### src/rtl/seg_pkg.sv
// rtl/seg_pkg.sv - shared constants, scan states and client indices for the seven-segment scan arbiter
package seg_pkg;

    localparam logic [6:0] SEG_BLANK = 7'h7F;

    // Active-low {a,b,c,d,e,f,g} patterns indexed by hex digit value
    localparam logic [6:0] SEG_HEX [16] = '{
        7'h01, 7'h4F, 7'h12, 7'h06, 7'h4C, 7'h24, 7'h20, 7'h0F,
        7'h00, 7'h0C, 7'h08, 7'h60, 7'h31, 7'h42, 7'h30, 7'h38
    };

    typedef enum logic [1:0] {
        IDLE  = 2'd0,
        DEAD  = 2'd1,
        DRIVE = 2'd2
    } scan_state_e;

    localparam logic [1:0] ST_IDLE  = IDLE;
    localparam logic [1:0] ST_DEAD  = DEAD;
    localparam logic [1:0] ST_DRIVE = DRIVE;

    localparam int CLIENT_BASE    = 0;
    localparam int CLIENT_OVERLAY = 1;

    localparam logic [1:0] GNT_NONE    = 2'b00;
    localparam logic [1:0] GNT_BASE    = 2'b01;
    localparam logic [1:0] GNT_OVERLAY = 2'b10;

endpackage

### src/rtl/seg_scan_arbiter_if.sv
// rtl/seg_scan_arbiter_if.sv - request/value/display bundle between the clients and the scan arbiter
interface seg_scan_arbiter_if;

    logic [1:0]  req;
    logic [15:0] val0;
    logic [15:0] val1;
    logic [1:0]  rate_sel;
    logic [1:0]  gnt;
    logic [6:0]  display;
    logic [3:0]  grounds;
    logic        frame_done;

    modport master (
        output req, val0, val1, rate_sel,
        input  gnt, display, grounds, frame_done
    );

    modport slave (
        input  req, val0, val1, rate_sel,
        output gnt, display, grounds, frame_done
    );

endinterface

### src/rtl/seg_hex_decode.sv
// rtl/seg_hex_decode.sv - combinational hex nibble to active-low seven-segment pattern
module seg_hex_decode
    import seg_pkg::*;
(
    input  logic [3:0] nibble,
    output logic [6:0] seg
);

    assign seg = SEG_HEX[nibble];

endmodule

### src/rtl/seg_scan_arbiter.sv
// rtl/seg_scan_arbiter.sv - two-client 4-digit 7-segment scan controller; LZ_BLANK_EN enables leading-zero blanking
module seg_scan_arbiter
    import seg_pkg::*;
#(
    parameter int DIV_SHIFT0  = 15,
    parameter int DIV_SHIFT1  = 19,
    parameter int DIV_SHIFT2  = 25,
    parameter int DEAD_CYCLES = 64,
    parameter int MIN_FRAMES  = 4
)
(
    input  logic             clk,
    input  logic             rst,
    seg_scan_arbiter_if.slave bus
);

    localparam int MAX01     = (DIV_SHIFT0 > DIV_SHIFT1) ? DIV_SHIFT0 : DIV_SHIFT1;
    localparam int MAX_SHIFT = (MAX01 > DIV_SHIFT2) ? MAX01 : DIV_SHIFT2;
    localparam int MIN01     = (DIV_SHIFT0 < DIV_SHIFT1) ? DIV_SHIFT0 : DIV_SHIFT1;
    localparam int MIN_SHIFT = (MIN01 < DIV_SHIFT2) ? MIN01 : DIV_SHIFT2;
    localparam int CW        = MAX_SHIFT;
    localparam int FW        = $clog2(MIN_FRAMES + 1);

    localparam logic [CW-1:0] LAST0    = CW'((64'd1 << DIV_SHIFT0) - 64'd1);
    localparam logic [CW-1:0] LAST1    = CW'((64'd1 << DIV_SHIFT1) - 64'd1);
    localparam logic [CW-1:0] LAST2    = CW'((64'd1 << DIV_SHIFT2) - 64'd1);
    localparam logic [CW-1:0] DEAD_CNT = CW'(DEAD_CYCLES);
    localparam logic [FW-1:0] MIN_F    = FW'(MIN_FRAMES);
    localparam logic [FW-1:0] FMAX     = {FW{1'b1}};

    generate
        if (DEAD_CYCLES >= (1 << MIN_SHIFT)) begin : g_bad_dead
            $error("DEAD_CYCLES must be shorter than the shortest digit slot");
        end
    endgenerate

    logic [1:0]    state_q, nxt_state;
    logic [1:0]    digit_q, nxt_digit;
    logic [CW-1:0] cnt_q, nxt_cnt;
    logic [1:0]    rate_q, nxt_rate;
    logic [15:0]   snap_q, nxt_snap;
    logic [1:0]    gnt_q, nxt_gnt;
    logic [FW-1:0] fcnt_q, nxt_fcnt;
    logic [6:0]    display_q, nxt_display;
    logic [3:0]    grounds_q, nxt_grounds;
    logic          frame_done_q, nxt_frame_done;

    logic [1:0]    arb_gnt;
    logic          frame_end;
    logic          take_frame;
    logic [3:0]    nibble;
    logic [6:0]    dec_seg;
    logic          lz_blank;

    // rate_sel==3 deliberately falls back to the fastest rate
    function automatic logic [CW-1:0] slot_last(input logic [1:0] rs);
        case (rs)
            2'd1:    slot_last = LAST1;
            2'd2:    slot_last = LAST2;
            default: slot_last = LAST0;
        endcase
    endfunction

    always_comb begin
        arb_gnt = gnt_q;
        case (gnt_q)
            GNT_OVERLAY: begin
                if (!bus.req[CLIENT_OVERLAY])
                    arb_gnt = bus.req[CLIENT_BASE] ? GNT_BASE : GNT_NONE;
            end
            GNT_BASE: begin
                if (!bus.req[CLIENT_BASE])
                    arb_gnt = bus.req[CLIENT_OVERLAY] ? GNT_OVERLAY : GNT_NONE;
                else if (bus.req[CLIENT_OVERLAY] && (fcnt_q >= MIN_F))
                    arb_gnt = GNT_OVERLAY;
            end
            default: begin
                if (bus.req[CLIENT_OVERLAY])
                    arb_gnt = GNT_OVERLAY;
                else if (bus.req[CLIENT_BASE])
                    arb_gnt = GNT_BASE;
                else
                    arb_gnt = GNT_NONE;
            end
        endcase
    end

    assign frame_end  = (state_q != ST_IDLE) && (digit_q == 2'd3) && (cnt_q == slot_last(rate_q));
    assign take_frame = frame_end || ((state_q == ST_IDLE) && (arb_gnt != GNT_NONE));

    always_comb begin
        nxt_state = state_q;
        nxt_digit = digit_q;
        nxt_cnt   = cnt_q;
        nxt_rate  = rate_q;
        nxt_snap  = snap_q;
        nxt_gnt   = gnt_q;
        nxt_fcnt  = fcnt_q;

        if (take_frame) begin
            // Snapshot, rate and owner only move here so a frame never mixes values
            nxt_gnt   = arb_gnt;
            nxt_rate  = bus.rate_sel;
            nxt_snap  = (arb_gnt == GNT_OVERLAY) ? bus.val1 : bus.val0;
            nxt_digit = 2'd0;
            nxt_cnt   = '0;
            nxt_state = (arb_gnt == GNT_NONE) ? ST_IDLE : ST_DEAD;
            if (arb_gnt != gnt_q)
                nxt_fcnt = '0;
            else if (fcnt_q != FMAX)
                nxt_fcnt = fcnt_q + 1'b1;
        end else if (state_q != ST_IDLE) begin
            if (cnt_q == slot_last(rate_q)) begin
                nxt_digit = digit_q + 2'd1;
                nxt_cnt   = '0;
            end else begin
                nxt_cnt = cnt_q + 1'b1;
            end
        end

        if (nxt_state != ST_IDLE)
            nxt_state = (nxt_cnt < DEAD_CNT) ? ST_DEAD : ST_DRIVE;
    end

    always_comb begin
        case (nxt_digit)
            2'd0:    nibble = nxt_snap[15:12];
            2'd1:    nibble = nxt_snap[11:8];
            2'd2:    nibble = nxt_snap[7:4];
            default: nibble = nxt_snap[3:0];
        endcase
    end

    seg_hex_decode u_dec (
        .nibble (nibble),
        .seg    (dec_seg)
    );

`ifdef LZ_BLANK_EN
    // The rightmost digit is always shown so an all-zero value reads as "0"
    always_comb begin
        case (nxt_digit)
            2'd0:    lz_blank = (nxt_snap[15:12] == 4'h0);
            2'd1:    lz_blank = (nxt_snap[15:8] == 8'h00);
            2'd2:    lz_blank = (nxt_snap[15:4] == 12'h000);
            default: lz_blank = 1'b0;
        endcase
    end
`else
    assign lz_blank = 1'b0;
`endif

    // Outputs are computed from next-state so pins move together with the FSM
    always_comb begin
        nxt_grounds    = (nxt_state == ST_DRIVE) ? (4'b0001 << nxt_digit) : 4'b0000;
        nxt_display    = ((nxt_state == ST_DRIVE) && !lz_blank) ? dec_seg : SEG_BLANK;
        nxt_frame_done = (nxt_state != ST_IDLE) && (nxt_digit == 2'd3)
                         && (nxt_cnt == slot_last(nxt_rate));
    end

    always_ff @(posedge clk) begin
        if (rst) begin
            state_q      <= ST_IDLE;
            digit_q      <= 2'd0;
            cnt_q        <= '0;
            rate_q       <= 2'd0;
            snap_q       <= 16'h0000;
            gnt_q        <= GNT_NONE;
            fcnt_q       <= '0;
            display_q    <= SEG_BLANK;
            grounds_q    <= 4'b0000;
            frame_done_q <= 1'b0;
        end else begin
            state_q      <= nxt_state;
            digit_q      <= nxt_digit;
            cnt_q        <= nxt_cnt;
            rate_q       <= nxt_rate;
            snap_q       <= nxt_snap;
            gnt_q        <= nxt_gnt;
            fcnt_q       <= nxt_fcnt;
            display_q    <= nxt_display;
            grounds_q    <= nxt_grounds;
            frame_done_q <= nxt_frame_done;
        end
    end

    assign bus.gnt        = gnt_q;
    assign bus.display    = display_q;
    assign bus.grounds    = grounds_q;
    assign bus.frame_done = frame_done_q;

endmodule
### src/flat_wrapper.sv
// flat-port wrapper written by rule: the top's interface ports become plain ports
module seg_scan_arbiter_flat import seg_pkg::*;
#(
    parameter int DIV_SHIFT0  = 15,
    parameter int DIV_SHIFT1  = 19,
    parameter int DIV_SHIFT2  = 25,
    parameter int DEAD_CYCLES = 64,
    parameter int MIN_FRAMES  = 4
)
  (clk, rst, bus_req, bus_val0, bus_val1, bus_rate_sel, bus_gnt, bus_display, bus_grounds, bus_frame_done);
  seg_scan_arbiter_if bus_i ();
  input  logic clk;
  input  logic rst;
  input wire logic [$bits(bus_i.req)-1:0] bus_req;
  input wire logic [$bits(bus_i.val0)-1:0] bus_val0;
  input wire logic [$bits(bus_i.val1)-1:0] bus_val1;
  input wire logic [$bits(bus_i.rate_sel)-1:0] bus_rate_sel;
  output wire logic [$bits(bus_i.gnt)-1:0] bus_gnt;
  output wire logic [$bits(bus_i.display)-1:0] bus_display;
  output wire logic [$bits(bus_i.grounds)-1:0] bus_grounds;
  output wire logic [$bits(bus_i.frame_done)-1:0] bus_frame_done;
  assign bus_i.req = bus_req;
  assign bus_i.val0 = bus_val0;
  assign bus_i.val1 = bus_val1;
  assign bus_i.rate_sel = bus_rate_sel;
  assign bus_gnt = bus_i.gnt;
  assign bus_display = bus_i.display;
  assign bus_grounds = bus_i.grounds;
  assign bus_frame_done = bus_i.frame_done;
  seg_scan_arbiter #(.DIV_SHIFT0(DIV_SHIFT0), .DIV_SHIFT1(DIV_SHIFT1), .DIV_SHIFT2(DIV_SHIFT2), .DEAD_CYCLES(DEAD_CYCLES), .MIN_FRAMES(MIN_FRAMES)) u_core (.clk(clk), .rst(rst), .bus(bus_i));
endmodule
### config.mk
export PLATFORM = sky130hd
export DESIGN_NAME = seg_scan_arbiter_flat
export DESIGN_NICKNAME = d
export VERILOG_FILES = /design/src/rtl/seg_pkg.sv /design/src/rtl/seg_scan_arbiter_if.sv /design/src/rtl/seg_hex_decode.sv /design/src/rtl/seg_scan_arbiter.sv /design/src/flat_wrapper.sv
export SDC_FILE = /design/constraint.sdc
export NUM_CORES = 1
export LEC_CHECK = 0
export ABC_AREA = 1
export CAP_MARGIN = 25
export CORE_MARGIN = 1
export CORE_UTILIZATION = 51
export DETAILED_ROUTE_END_ITERATION = 8
export GPL_ROUTABILITY_DRIVEN = 0
export PLACE_DENSITY_LB_ADDON = 0.25
export SLEW_MARGIN = 25
export SYNTH_ARGS = -nofsm -noshare
export SYNTH_HDL_FRONTEND = slang
export SYNTH_SLANG_ARGS = --single-unit
export TNS_END_PERCENT = 50
### constraint.sdc
create_clock -name clk -period 2.8 [get_ports clk]
set_input_delay 0.56 -clock clk [delete_from_list [all_inputs] [get_ports clk]]
set_output_delay 0.56 -clock clk [all_outputs]
set_load 0.005 [all_outputs]
run_1/congestion_map.png
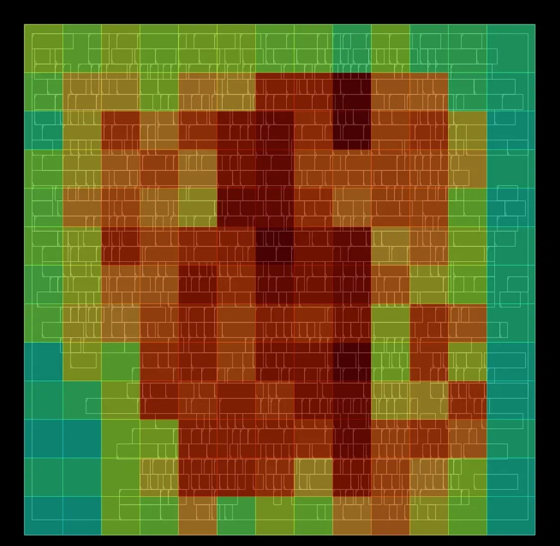
Avg WL per Cell: 15.7 µm
Finished Core Util: 76.8%

run_1/closeup.png
Region (33, 33) to (58, 58) µm. Cells in grey, sequential cells in the stronger grey; small squares are vias.
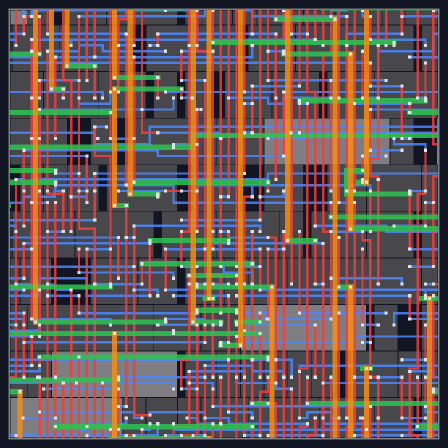
legend:
  M4:
    colour: orange
  M2:
    colour: red
  M1:
    colour: blue
  M3:
    colour: green
most frequent: buf_4 (15), nor2_1 (11), nand2_1 (7)
sequential cells in the window: 4
cells with their middle in the window: 74
netlist names of flops here include: u_core.cnt_q (2)

==> run notes, run 1 <==
flow finished, numbers: status finished with violations, violated checks setup timing, part of the power in combinational logic between 50% and 60%, Worst-Margin Slew ~0.38 ns, Top Consumer combinational cells, grt total ovfl 0, count leader, synth nand2_1, Routed Antenna Nets 0, Synth Seq Share between 30% and 40%, dpl cell area between 0.005 and 0.006 mm², Starting DRT DRC Count ~480, Crit Path Class flip-flop to flip-flop, Sw Pwr 1730 µW, Yosys chip area between 0.004 and 0.005 mm², Final setup viols 4, hpwl dp around 8.4 mm, Clock buf/inv share under 10%, max-slew violations 0, chip area ~0.0084 mm², Hold WS around 0.48 ns, global-route wire length before repair between 15 and 20 mm, pin count of the biggest net entering global routing 23, M2 GR Usage 46.4%, P_seq about 1200 µW, most frequent cells in the layout nand2_1 (153), nor2_1 (95), buf_4 (94), multi-input logic area 0.00269 mm², # Taps between 100 and 150, CP max stage cell dfxtp_2, Clock net power between 900 and 1000 µW, number of port buffers just over 50, Reg-to-Reg End u_core.bus.display[6], Worst setup EP type flip-flop, H-tree depth 3, reg2reg setup slack -0.04 ns, seq_cells about 64, Cell Type Count 38, main logic family after synthesis simple AND/OR/NAND/NOR gates, Int Power about 2600 µW, Worst EP required 3.04 ns, Setup Skew around 0.015 ns, Crit path depth 20, # Cells Yosys ~620, Min-Delay Path Depth 2, most frequent CP cell nand2_1, Avg Cell Area, Syn roughly 6.5 µm², critical path arrival slightly above 3 ns, CTS tree yes, HP Start u_core.fcnt_q[1], final WL between 10 and 15 mm, CTS Sinks around 64, Vias/cell ~5.6, cts repair resizes 5, Crit. Startpoint u_core.bus.gnt[0], FP Core Util a little over half, top cells by area dfxtp_1 (31%), nand2_1 (15%), nor2_1 (9.1%), # Max-Cap Violations 0, met3 usage 3.77%, antenna violations before repair 0, # hold bufs at CTS 0, met2 routed WL roughly 6.6 mm, Setup WS pre-CTS -0.365 ns, Design Area, Final approximately 0.0059 mm², Pwr Density roughly 730 mW/mm², MUX area fraction 0%, final setup margin -0.0446 ns, top layer in use met4, row cnt 32, P_comb 2260 µW, Final Net Count between 800 and 900, synth warn 0, Cells after DPL between 800 and 900, Buf+Inv Stages, Crit Path 4, CTS Root Cell clkbuf_8, Die H between 90 and 100 µm, Total GRT Usage between 20% and 30%, end of the critical path u_core.bus.display[6], non-filler cells, final just under 900, Via Count between 4000 and 5000, GRT busiest layer met2, cell taking the most area after synthesis dfxtp_1, proportion of layout cells with a drive suffix above 1 between 20 and 30%, Storage cell area roughly 0.0013 mm², Setup TNS Final -0.135 ns, vias in the first global route 4147, Lkg Pwr approximately 0.0027 µW, sequential share of cell area a little over a fifth, multi-input gate share of total cell area 45.3%, Mapped Cells slightly above 600, fraction of registers with async set/reset 0%, syn nets 674, area share of fa/ha/maj cells after synthesis 3.99%, path depth of the worst reg2reg path 20, Layout area overhead 45.6%, n_diodes 0, inverter count between 70 and 80, top_reg_cell synth dfxtp_1, portion of total power attributed to sequential cells about a quarter, maximum root-to-sink buffer count 2, Synth top area share a little under a third, peak supply drop between 0.4 and 0.5 mV, Combinational Gates 475, Largest Register u_core.cnt_q, CLK BUF 13, WHS Endpoint u_core.fcnt_q[1], Clock Power Share between 20% and 30%, Top cell excl fill/tap nand2_1, M1 GR Usage between 30% and 40%, Net Sw Frac 40.1%, yosys simple share a little under half, Core ar. ~0.0077 mm², # IOs 52, Die X between 90 and 100 µm, Reg clk slew, reported paths 0.07 ns, max reg flops 25, Crit path max-delay family simple AND/OR/NAND/NOR gates, DRC Markers 0, final-report hold violation count 0, Slew headroom 74.5%, Seq cells post-synth ~64, crit-path cells buf_4, ha_4, inv_2, o21ai_0, nand2_1, nand2_1, nand2_2, nand2_2, nand2_4, nand2_8, buf_4, o21ai_2, or2_0, nand3b_1, buf_4, ha_4, nand4_1, nand3_1, nand2_1, nand2_1, Synth Cell Area between 0.004 and 0.005 mm², Setup crit start kind flip-flop, leading cell types by count after synthesis nand2_1 (168), nor2_1 (99), dfxtp_1 (64), inv_1 (64), nand3_1 (58), FMAX 352 MHz, routed length on met3 around 990 µm, Compound Share, Synth ~6.3%, tool warning count 31, wire length on met1 around 5.4 mm, R2R Path Start u_core.bus.gnt[0], critical path fanouts, max 6, Non-CTS buffers 153, Fillers 509, total power ~4300 µW, iteration count of the initial detailed-routing pass 6, Leading cell kind multi-input combinational cells, Setup Fix Bufs, Post-CTS 4
run_1/sizing.png
Scale: 4 px per µm.
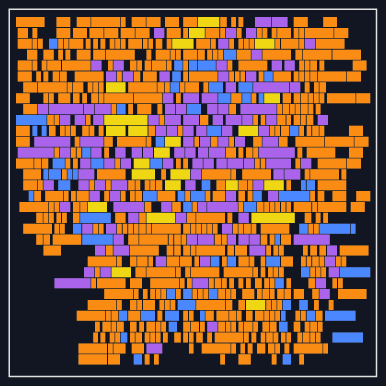
legend:
  x6 and larger:
    colour: yellow
    cells: 23
    share: 3.0%
    most_used: clkbuf_8
  x1 and smaller:
    colour: orange
    cells: 556
    share: 71%
    most_used: nand2_1
  x2:
    colour: blue
    cells: 73
    share: 9.4%
    most_used: nand2_2
  x3 and x4:
    colour: purple
    cells: 127
    share: 16%
    most_used: buf_4

==> run 1 -> run 2 <==
clock period = 2.5 ns   (was 2.8 ns; I/O delays follow)
run_2/congestion_map.png
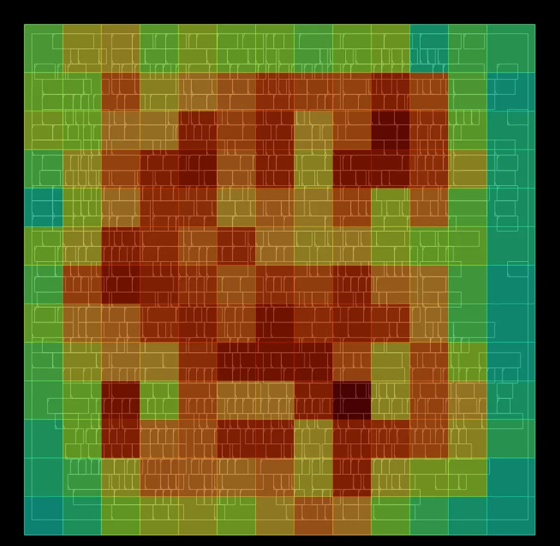
Total GRT Usage: 31.5%
Finished Core Util: 78.9%
M1 GR Usage: 37.8%
Avg WL per Cell: 14.2 µm

==> run notes, run 2 <==
flow finished, numbers: seq_cells 64 (unchanged), inverter count 71 (unchanged), max-slew violations 0 (unchanged), CP max stage cell dfxtp_2, row cnt 32 (unchanged), Top cell excl fill/tap nand2_1, dpl cell area 0.00554 mm² (+6.8%), peak supply drop 0.514 mV (+16%), Final Net Count 843 (+2.2%), end of the critical path u_core.bus.display[2], multi-input logic area 0.00270 mm² (+0.37%), Combinational Gates 474 (-0.21%), # Taps 102 (unchanged), FP Core Util 52.8% (unchanged), Crit path depth 18 (-10%), syn nets 674 (unchanged), Cells after DPL 867 (+3.6%), final-report hold violation count 0 (unchanged), GRT busiest layer met2, M2 GR Usage 54.0% (+7.6 points), path depth of the worst reg2reg path 18 (-10%), vias in the first global route 4689 (+13%), # Max-Cap Violations 0 (unchanged), Setup Skew 0.00704 ns (-0.00756 ns), Crit path max-delay family simple AND/OR/NAND/NOR gates, Seq cells post-synth 64 (unchanged), Mapped Cells 623 (unchanged), WHS Endpoint u_core.snap_q[11], H-tree depth 3 (unchanged), iteration count of the initial detailed-routing pass 5 (-1), Via Count 4802 (-2.8%), Crit Path Class flip-flop to flip-flop, Crit. Startpoint u_core.rate_q[0], final setup margin -0.264 ns (-0.219 ns), sequential share of cell area 21.2% (-0.61 points), Top Consumer combinational cells, tool warning count 34 (+9.7%), MUX area fraction 0% (unchanged), crit-path cells inv_2, ha_4, nand2_1, nand2_1, nand3_2, nor2_4, nand4_1, nand2_2, inv_4, nor2_4, nand2_2, or2_0, nand3b_1, ha_4, nand4_1, nor2_1, nor2_1, nand2_1, cell taking the most area after synthesis dfxtp_1, reg2reg setup slack -0.26 ns (-0.22 ns), Clock net power 1010 µW (+10%), Final setup viols 14 (+10), status finished with violations, n_diodes 0 (unchanged), Setup TNS Final -2.63 ns (-2.49 ns), Lkg Pwr 0.00285 µW (+3.7%), yosys simple share 45.9% (unchanged), P_comb 2490 µW (+10%), DRC Markers 0 (unchanged), leading cell types by count after synthesis nand2_1 (168), nor2_1 (99), dfxtp_1 (64), inv_1 (64), nand3_1 (58), Worst EP required 2.80 ns (-0.24 ns), violated checks setup timing, Buf+Inv Stages, Crit Path 2 (-2), chip area 0.00836 mm² (unchanged), count leader, synth nand2_1, Hold WS 0.496 ns (+0.0118 ns), Fillers 492 (-3.3%), Largest Register u_core.cnt_q, FMAX 362 MHz (+2.9%), most frequent CP cell nand2_1, main logic family after synthesis simple AND/OR/NAND/NOR gates, CTS tree yes, Cell Type Count 38 (unchanged), Clock Power Share 21.2% (+0.2 points), Slew headroom 69.2% (-5.3 points), Net Sw Frac 39.7% (-0.37 points), Storage cell area 0.00129 mm² (-0.19%)
run_2/sizing.png
Scale: 4 px per µm.
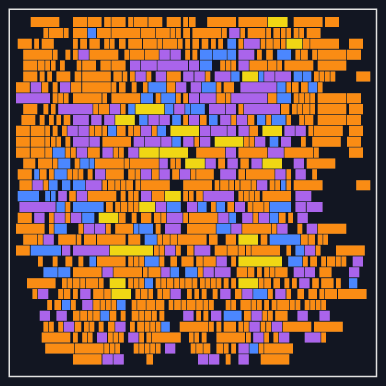
legend:
  x6 and larger:
    colour: yellow
    cells: 21
    share: 2.6%
    most_used: clkbuf_8
  x1 and smaller:
    colour: orange
    cells: 549
    share: 69%
    most_used: nand2_1
  x3 and x4:
    colour: purple
    cells: 150
    share: 19%
    most_used: buf_4
  x2:
    colour: blue
    cells: 77
    share: 9.7%
    most_used: nand2_2
Layout area overhead: 49.5%
final setup margin: -0.264 ns
Non-CTS buffers: 172
Design Area, Final: 0.00610 mm²

==> run 2 -> run 3 <==
CORE_UTILIZATION = 52   (was 51)
clock period = 3.5 ns   (was 2.5 ns; I/O delays follow)
run_3/ff_map.png
Scale: 4 px per µm. Other sequential cells in the stronger grey, the rest of the logic in the fainter grey.
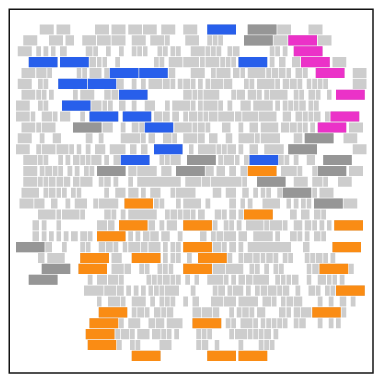
legend:
  u_core.snap_q:
    colour: blue
    flops: 16
  u_core.bus.display:
    colour: magenta
    flops: 7
    where: upper right
  u_core.cnt_q:
    colour: orange
    flops: 25
P_seq: 901 µW
Finished Core Util: 66.7%

==> run notes, run 3 <==
flow finished, numbers: row cnt 31 (-3.1%), Design Area, Final 0.00494 mm² (-19%), final WL between 10 and 15 mm, Mapped Cells 623 (unchanged), Layout area overhead 21.2%, total CTS buffers 9, # Taps 99 (-2.9%), FP Core Util 55.0% (+2.3 points), dpl cell area 0.00472 mm² (-15%), part of the power in combinational logic around 43%, Int Power approximately 1700 µW, GRT busiest layer met2, clock period minus final worst setup slack about 3.2 ns, area share of fa/ha/maj cells after synthesis between 3 and 4%, inverter count 71 (unchanged), leading cell types by count after synthesis nand2_1 (168), nor2_1 (99), dfxtp_1 (64), inv_1 (64), nand3_1 (58), Total GRT Usage 26.4% (-5.1 points), maximum root-to-sink buffer count 2, Crit. Startpoint u_core.bus.gnt[0], Non-CTS buffers 63 (-63%), cell taking the most area after synthesis dfxtp_1, Avg WL per Cell 12.9 µm (-9.1%), Setup crit start kind flip-flop, # IOs ~52, iteration count of the initial detailed-routing pass 5 (unchanged), MUX area fraction 0% (unchanged), # hold bufs at CTS 0, Top Consumer combinational cells, critical path fanouts, max 16, Clock net power 710 µW (-30%), Slew headroom 61.8% (-7.4 points), Final setup viols 0 (-14), peak supply drop 0.310 mV (-40%), CTS tree yes, met3 usage under 10%, M1 GR Usage 35.6% (-2.2 points), Crit Path Class flip-flop to flip-flop, Net Sw Frac 39.4% (-0.30 points), Setup Skew 0.0123 ns (+0.00525 ns), Final Net Count 734 (-13%), Worst EP required 3.73 ns (+0.93 ns), CP max stage cell dfxtp_1, end of the critical path u_core.bus.display[3], non-filler cells, final 787, vias in the first global route 3863 (-18%), reg2reg setup slack 0.28 ns (+0.54 ns), final setup margin 0.278 ns (+0.542 ns), M2 GR Usage 42.7% (-11 points), Reg-to-Reg End u_core.bus.display[3], Core ar. 0.00741 mm², chip area 0.00820 mm² (-1.9%), multi-input logic area 0.00243 mm² (-10%), Cell Type Count 38 (unchanged), Seq cells post-synth 64 (unchanged), Clock Power Share 25.1% (+3.9 points), Crit path depth 21 (+3), tool warning count 31 (-8.8%), n_diodes 0 (unchanged), syn nets 674 (unchanged), Avg Cell Area, Syn ~6.5 µm², Setup TNS Final 0 ns (+2.63 ns), Top cell excl fill/tap nand2_1, WHS Endpoint u_core.snap_q[11], max-slew violations 0 (unchanged), Largest Register u_core.cnt_q, sequential share of cell area 25.9% (+4.7 points), Min-Delay Path Depth 2, antenna violations before repair 0, Worst-Margin Slew 0.572 ns, seq_cells 64 (unchanged), Die X roughly 91 µm, yosys simple share 45.9% (unchanged), Crit path max-delay family simple AND/OR/NAND/NOR gates, main logic family after synthesis simple AND/OR/NAND/NOR gates, Cells after DPL 771 (-11%), pin count of the biggest net entering global routing ~40, Leading cell kind multi-input combinational cells, count leader, synth nand2_1, fraction of area in non-clock buffers between 10% and 20%, proportion of layout cells with a drive suffix above 1 11.5%, Combinational Gates 474 (unchanged), FMAX 310 MHz (-14%), Starting DRT DRC Count around 360, H-tree depth 3 (unchanged), CTS Sinks approximately 64, Synth Seq Share a little under a third, Hold WS 0.474 ns (-0.0212 ns), status completed, most frequent CP cell nand2_1, Fillers 666 (+35%), Latency at later pin ~0.35 ns, Lkg Pwr 0.00225 µW (-21%), # Cells Yosys approximately 620, Reg clk slew, reported paths ~0.07 ns, Storage cell area 0.00128 mm² (-0.87%), path depth of the worst reg2reg path 21 (+3), final-report hold violation count 0 (unchanged), P_comb 1220 µW (-51%), cycle use final around 92%, # Max-Cap Violations 0 (unchanged), DRC Markers 0 (unchanged), Via Count 4099 (-15%), number of port buffers 51, Sw Pwr 1120 µW, met2 routed WL between 4 and 5 mm, crit-path cells inv_1, ha_1, inv_1, nand2_1, o21ai_0, inv_1, a21oi_1, nand2_1, buf_4, nand2_1, nand2_1, nand2_1, nand2_1, nand3_1, nand2_1, nand3b_1, ha_1, nand4_1, nand3_1, nand2_1, nand2_1, Buf+Inv Stages, Crit Path 4 (+2)
run_3/closeup.png
Region (33, 33) to (58, 58) µm. Cells in grey, sequential cells in the stronger grey; small squares are vias.
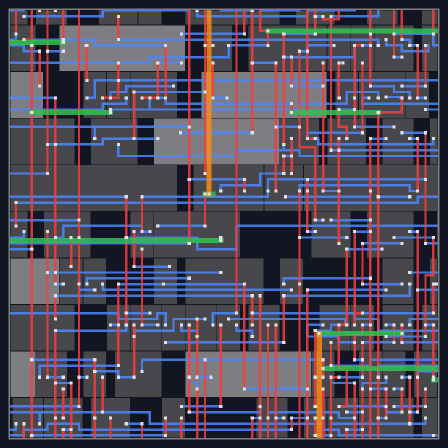
legend:
  M3:
    colour: green
  M4:
    colour: orange
  M2:
    colour: red
  M1:
    colour: blue
netlist names of flops here include: u_core.digit_q (2)
cells with their middle in the window: 64
sequential cells in the window: 4
most frequent: nand2_1 (12), nor2_1 (12), nand3_1 (6)

No activity file was given, so power comes from the tool's default toggle rates.
